$ cat config.mk
export PLATFORM = sky130hd
export DESIGN_NAME = lc3_trace_mon
export DESIGN_NICKNAME = d
export VERILOG_FILES = /design/src/rtl/lc3_trace_mon.sv
export SDC_FILE = /design/constraint.sdc
export NUM_CORES = 1
export LEC_CHECK = 0
export CAP_MARGIN = 20
export CORE_AREA = 2 2 262 264
export CTS_BUF_LIST = sky130_fd_sc_hd__clkbuf_4 sky130_fd_sc_hd__clkbuf_8 sky130_fd_sc_hd__clkbuf_16
export DETAILED_ROUTE_END_ITERATION = 10
export DIE_AREA = 0 0 264 266
export GPL_TIMING_DRIVEN = 0
export PLACE_DENSITY = 0.78
export SYNTH_ARGS = -nofsm -noshare
export SYNTH_HDL_FRONTEND = slang
export SYNTH_SLANG_ARGS = --single-unit
$ cat constraint.sdc
create_clock -name clk -period 8.54 [get_ports clk]
set_input_delay 1.708 -clock clk [delete_from_list [all_inputs] [get_ports clk]]
set_output_delay 1.708 -clock clk [all_outputs]
set_load 0.1 [all_outputs]
$ cat src/rtl/lc3_trace_mon.sv
// LC-3 run-control and trace monitor: breakpoints, halt/step FSM and a
// {ts, pc, ir, nzp} trace FIFO fed from the datapath debug taps.
//
// Ports:
//   clk, rst (async, active low)
//   pc, ir, ld_ir, bus, ld_cc        : datapath taps
//   trc_en                           : trace capture enable
//   bp_en, bp_mode, bp_addr          : breakpoint configuration
//   halt_clr, step_req               : run-control pulses
//   rd_en                            : FIFO pop request
//   rd_data, rd_valid                : popped entry and its 1-cycle strobe
//   empty, full, level, ovf_cnt      : FIFO status and drop counter
//   bp_hit, halt_req                 : sticky hit flags and datapath stall
module lc3_trace_mon #(
    parameter int DEPTH  = 16,
    parameter int NUM_BP = 2,
    parameter int TS_W   = 16,
    parameter int CNT_W  = 8
) (
    input  logic                     clk,
    input  logic                     rst,
    input  logic [15:0]              pc,
    input  logic [15:0]              ir,
    input  logic                     ld_ir,
    input  logic [15:0]              bus,
    input  logic                     ld_cc,
    input  logic                     trc_en,
    input  logic [NUM_BP-1:0]        bp_en,
    input  logic [NUM_BP-1:0]        bp_mode,
    input  logic [16*NUM_BP-1:0]     bp_addr,
    input  logic                     halt_clr,
    input  logic                     step_req,
    input  logic                     rd_en,
    output logic [TS_W+34:0]         rd_data,
    output logic                     rd_valid,
    output logic                     empty,
    output logic                     full,
    output logic [$clog2(DEPTH):0]   level,
    output logic [CNT_W-1:0]         ovf_cnt,
    output logic [NUM_BP-1:0]        bp_hit,
    output logic                     halt_req
);

    localparam int AW = $clog2(DEPTH);
    localparam int EW = TS_W + 35;

    typedef enum logic [1:0] {S_RUN, S_HALTED, S_STEP} state_e;

    state_e             state_q;
    logic [TS_W-1:0]    ts_q;
    logic [2:0]         nzp_q, nzp_d;
    logic [AW:0]        wr_q, rd_q;
    logic [EW-1:0]      mem_q [DEPTH];
    logic [EW-1:0]      rd_data_q;
    logic               rd_valid_q;
    logic [CNT_W-1:0]   ovf_q;
    logic [NUM_BP-1:0]  hit_q, hit_d;
    logic               halt_q;
    logic               push_req, pop_ok, push_ok, drop;

    assign empty = (wr_q == rd_q);
    assign full  = (wr_q[AW] != rd_q[AW]) && (wr_q[AW-1:0] == rd_q[AW-1:0]);
    assign level = wr_q - rd_q;

    // A pop on an empty FIFO is ignored; a pop frees room for a push when full.
    assign push_req = ld_ir && trc_en;
    assign pop_ok   = rd_en && !empty;
    assign push_ok  = push_req && (!full || pop_ok);
    assign drop     = push_req && full && !pop_ok;

    always_comb begin
        nzp_d = 3'b001;
        if (bus[15])
            nzp_d = 3'b100;
        else if (bus == 16'h0000)
            nzp_d = 3'b010;
    end

    always_comb begin
        hit_d = '0;
        for (int i = 0; i < NUM_BP; i++) begin
            if (bp_mode[i])
                hit_d[i] = bp_en[i] && (pc >= bp_addr[16*i +: 16]);
            else
                hit_d[i] = bp_en[i] && (pc == bp_addr[16*i +: 16]);
        end
    end

    always_ff @(posedge clk) begin
        if (push_ok)
            mem_q[wr_q[AW-1:0]] <= {ts_q, pc, ir, nzp_q};
    end

    always_ff @(posedge clk or negedge rst) begin
        if (!rst) begin
            ts_q       <= '0;
            nzp_q      <= 3'b010;
            wr_q       <= '0;
            rd_q       <= '0;
            rd_data_q  <= '0;
            rd_valid_q <= 1'b0;
            ovf_q      <= '0;
        end else begin
            ts_q       <= ts_q + 1'b1;
            rd_valid_q <= pop_ok;
            if (ld_cc)
                nzp_q <= nzp_d;
            if (push_ok)
                wr_q <= wr_q + 1'b1;
            if (pop_ok) begin
                rd_q      <= rd_q + 1'b1;
                rd_data_q <= mem_q[rd_q[AW-1:0]];
            end
            if (drop && (ovf_q != '1))
                ovf_q <= ovf_q + 1'b1;
        end
    end

    always_ff @(posedge clk or negedge rst) begin
        if (!rst) begin
            state_q <= S_RUN;
            hit_q   <= '0;
            halt_q  <= 1'b0;
        end else begin
            unique case (state_q)
                S_RUN: begin
                    if (halt_clr) begin
                        hit_q <= '0;
                    end else if (ld_ir && (hit_d != '0)) begin
                        hit_q   <= hit_q | hit_d;
                        state_q <= S_HALTED;
                        halt_q  <= 1'b1;
                    end
                end
                S_HALTED: begin
                    if (halt_clr) begin
                        hit_q   <= '0;
                        state_q <= S_RUN;
                        halt_q  <= 1'b0;
                    end else if (step_req) begin
                        state_q <= S_STEP;
                        halt_q  <= 1'b0;
                    end
                end
                S_STEP: begin
                    // Breakpoints are ignored here so a step leaves a bp address.
                    if (halt_clr) begin
                        hit_q   <= '0;
                        state_q <= S_RUN;
                    end else if (ld_ir) begin
                        state_q <= S_HALTED;
                        halt_q  <= 1'b1;
                    end
                end
                default: begin
                    state_q <= S_RUN;
                    halt_q  <= 1'b0;
                end
            endcase
        end
    end

    assign rd_data  = rd_data_q;
    assign rd_valid = rd_valid_q;
    assign ovf_cnt  = ovf_q;
    assign bp_hit   = hit_q;
    assign halt_req = halt_q;

endmodule

==> reports/metrics.yaml <==
synth:
  ys_ff: 910
  synthesis.area_um2: 35500
  ys_cells: 1681
  synthesis.area_per_instance_um2: 21.1
  yosys-top-cells-area: "sky130_fd_sc_hd__edfxtp_1 (69%), sky130_fd_sc_hd__mux4_2 (16%), sky130_fd_sc_hd__dfrtp_1 (6.6%), sky130_fd_sc_hd__nand2_1 (1.9%), sky130_fd_sc_hd__ha_1 (1.7%)"
  synthesis.yosys.warnings: 0
  edf_count: 816
  ff_type: "sky130_fd_sc_hd__edfxtp_1"
  ys_types: 43
  synthDominantCellAreaShare_pct: 69.0
  ys_chip_area_um2: 35500
  mappedNetlistNets: 1821
clocking:
  cts_buf_count: 90
  clockRootBuffer: "sky130_fd_sc_hd__clkbuf_16"
  gates_resized_cts_repair: 0
  cts_htree_levels: 3
  clk_path_buf_depth: 3
  cts.reportedPaths.clkPinSlew_ps: 60
  clock-sinks: 910
  cts_tree: "yes"
drt:
  post_detailed_route_via_to_cell_ratio: 6.15
  dr.pass1.iters: 5
layout:
  logic_area_um2: 8220
  finish.cell_count_without_fillers: 2916
  seqCellArea_um2: 26900
  fin_nets: 2099
  drive_gt1_share_pct: 23.9
global_routing:
  antenna_violations_before_repair: 1
  first_global_vias: 18900
  grt_first_pass_wirelength_um: 125000
place:
  detailed_place_hpwl_um: 47400
  placedCellCount: 2743
  placement.io_buffers: 161
critical_path:
  critical_path.most_common_cell: "sky130_fd_sc_hd__clkbuf_1"
  required_ps: 6830
  crit-reg2reg-launch: "rd_q[1]"
  critical_path_depth: 9
  r2r.worst_path.cells: 13
  arrival_ps: 5240
  destination_of_the_critical_timing_path: "level[3]"
  critical_path.startpoint_type: "register"
  worstSetupStartpoint: "rd_q[1]"
  cp_slowest_stage_delay_ps: 1150
  worstPathMaxFanout: 10
  criticalPathCategory: "reg -> out"
  end_of_the_worst_register_to_register_path: "mem_q[5][40]"
power:
  ratio_of_total_power_to_cell_area_nw_per_um2: 338
  max-vdd-ir-drop_mv: 0.243
  leakage_nw: 14.4
min_path:
  timing.hold.worst.class: "reg -> reg"
run:
  log.warning_count: 32
floorplanning:
  number_of_primary_i_o_pins: 162
  die-height_um: 266
  dieArea_um2: 70200
  placement_rows: 96
final_timing:
  unrepaired_setup_endpoints_after_global_routing: "false"
  finalHoldViolations: 0
  max_slew_headroom_pct: 27.0
  setup_tns_ps: 0
  slew_viol_final: 0
run_status:
  outcome: "complete, no violations"
-- worst reg2reg max path, delay by kind of cell, from the launching register on --
kind,cells,cell delay [ps]
fa+ha+maj,1,360
buf+inv,6,2840
flops,1,430
simple gates,6,1380
-- flip-flops by register name, summed over array words and instances (netlist names) --
name / flops
rd_q: 5
ovf_cnt: 8
mem_q: 816
halt_req: 1
bp_hit: 2
rd_data: 51
nzp_q: 3
wr_q: 5
rd_valid: 1
state_q: 2
ts_q: 16
-- cells by family (layout without fill, tap and decap cells) --
group | count (synthesis) | after routing | share of synthesized area [%]
AOI/OAI and AO/OA | 48 | 48 | 0.846
and+or+nand+nor | 263 | 263 | 3.28
muxes | 261 | 261 | 16.4
buffers and inverters | 117 | 470 | 1.29
xor gates and xnor gates | 34 | 34 | 0.839
DFF | 910 | 910 | 75.7
adders and majority gates | 48 | 48 | 1.71
-- metal layers --
layer	GRT usage (%)	vias to the layer above	part of all wire (%)
li1	-	7385	-
met1	31.5	9282	36
met2	42.5	1088	51
met3	4.98	187	9.2
met4	8.81	2	3.0
met5	0	-	0.0094
-- power breakdown --
| part | internal [mW] | switching, mW |
|---|---|---|
| Clock | 2.33 | 1.65 |
| Combinational | 1.80 | 3.03 |
| Sequential | 5.18 | 0.155 |
| Total | 9.31 | 4.84 |
-- synthesized netlist by cell type, drive strengths merged (7+ instances only) --
cell type	number
buf	27
edfxtp	816
nand4	17
o21ai	12
clkbuf	42
inv	48
ha	47
nand2	179
mux4	255
nor2	14
nand3	7
and2	17
xnor2	28
dfrtp	93
a21oi	18
-- stage by stage --
| stage | hold slack, ps | util (%) | setup WS [ps] | total power, mW | cell area (µm²) |
|---|---|---|---|---|---|
| after CTS | 477 | 61.6 | 1630 | 14.2 | 41700 |
| after global placement | 460 | 56.4 | 1460 | 10.0 | 38200 |
| after floorplan | 486 | - | 3460 | 8.81 | 35500 |
| final | 471 | 61.7 | 1590 | 14.2 | 41800 |
| after detailed placement | 463 | 57.2 | 2360 | 10.2 | 38700 |
| after global routing | 501 | 61.7 | 1520 | 14.6 | 41800 |
-- worst min path at each step --
stage / start / to / cells past startpoint
floorplan: rd_q[3] / rd_q[3] / 1
global placement: rd_data[8] / rd_data[8] / 2
detailed placement: rd_data[20] / rd_data[20] / 2
CTS: rd_data[40] / rd_data[40] / 2
global route: rd_data[11] / rd_data[11] / 2
finish: rd_data[20] / rd_data[20] / 2
-- layout make-up --
class                   instances  area share, %
plain buffers                  69          0.667
clock buffers                 120           6.14
clock inverters                47           1.04
inverters                      48          0.431
multi-input cells             654           19.7
flip-flops and latches        910           64.2
well taps                     882           2.64
repair buffers                186           5.20
Clock wires, drivers and flops:
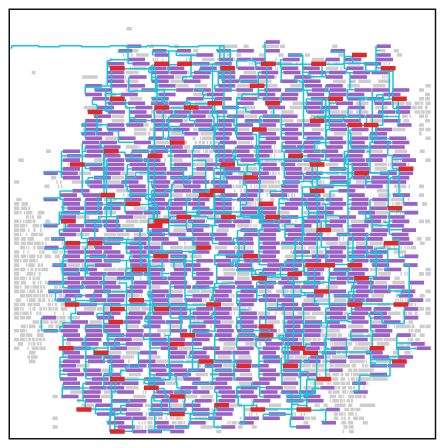
legend:
  cyan:
    item: clock wires
    length: 9840 µm
  purple:
    item: flip-flops
    count: 910
  red:
    item: cells driving clock nets
    count: 90
flops lie: all over the die
clock network power share: 28.2%
Clock Skews: 30.9 ps
source-to-sink clock delay at the later pin of the worst-skew pair: 650 ps
Clock Power: 3.99 mW

Close-up of the layout:
Bar = 10 µm. Region (120, 67) to (145, 92) µm. Cells in grey, sequential cells in the stronger grey; small squares are vias.
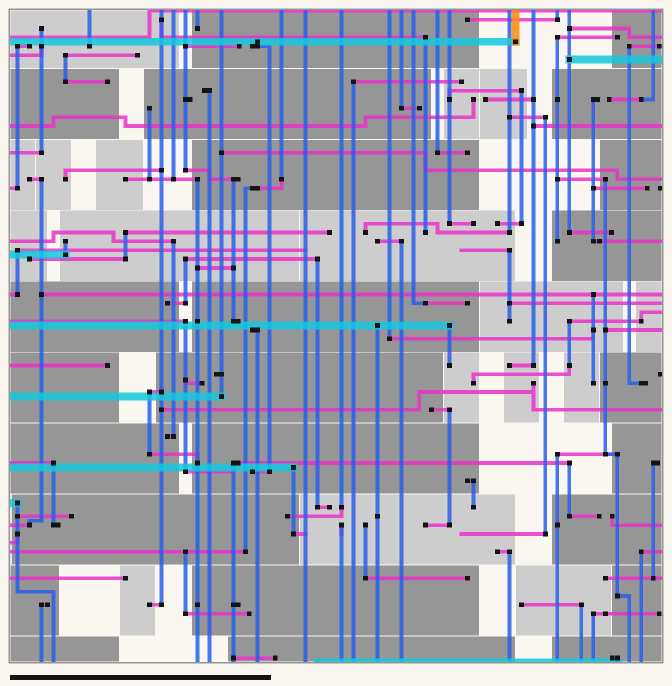
legend:
  orange:
    layer: met4
  blue:
    layer: met2
  magenta:
    layer: met1
  cyan:
    layer: met3
cells with their middle in the window: 26
netlist names of flops here include: mem_q (10)
sequential cells in the window: 10
most frequent: edfxtp_1 (10), clkbuf_1 (6), mux4_2 (3)

Signal metal coverage by tile:
26 x 27 tiles, from black (low) to pale yellow (high), scaled to the fullest tile. Values are wire area over tile area, all layers added.
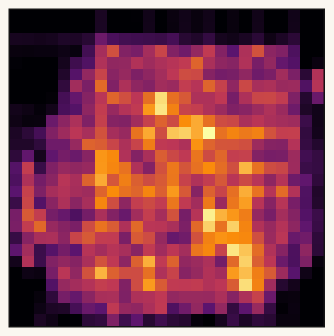
mean over tiles: 0.20
nearly empty tiles: 12%
densest ninth of the die: centre
emptiest ninth of the die: north-west
fullest tile: 0.56
routed length per placed instance: 29.1 µm
total via count after detailed routing: 17900
wire length after detailed routing: 84900 µm
Global Route Usage Sum: 24.7%

Power is estimated from default activity; no workload was simulated.
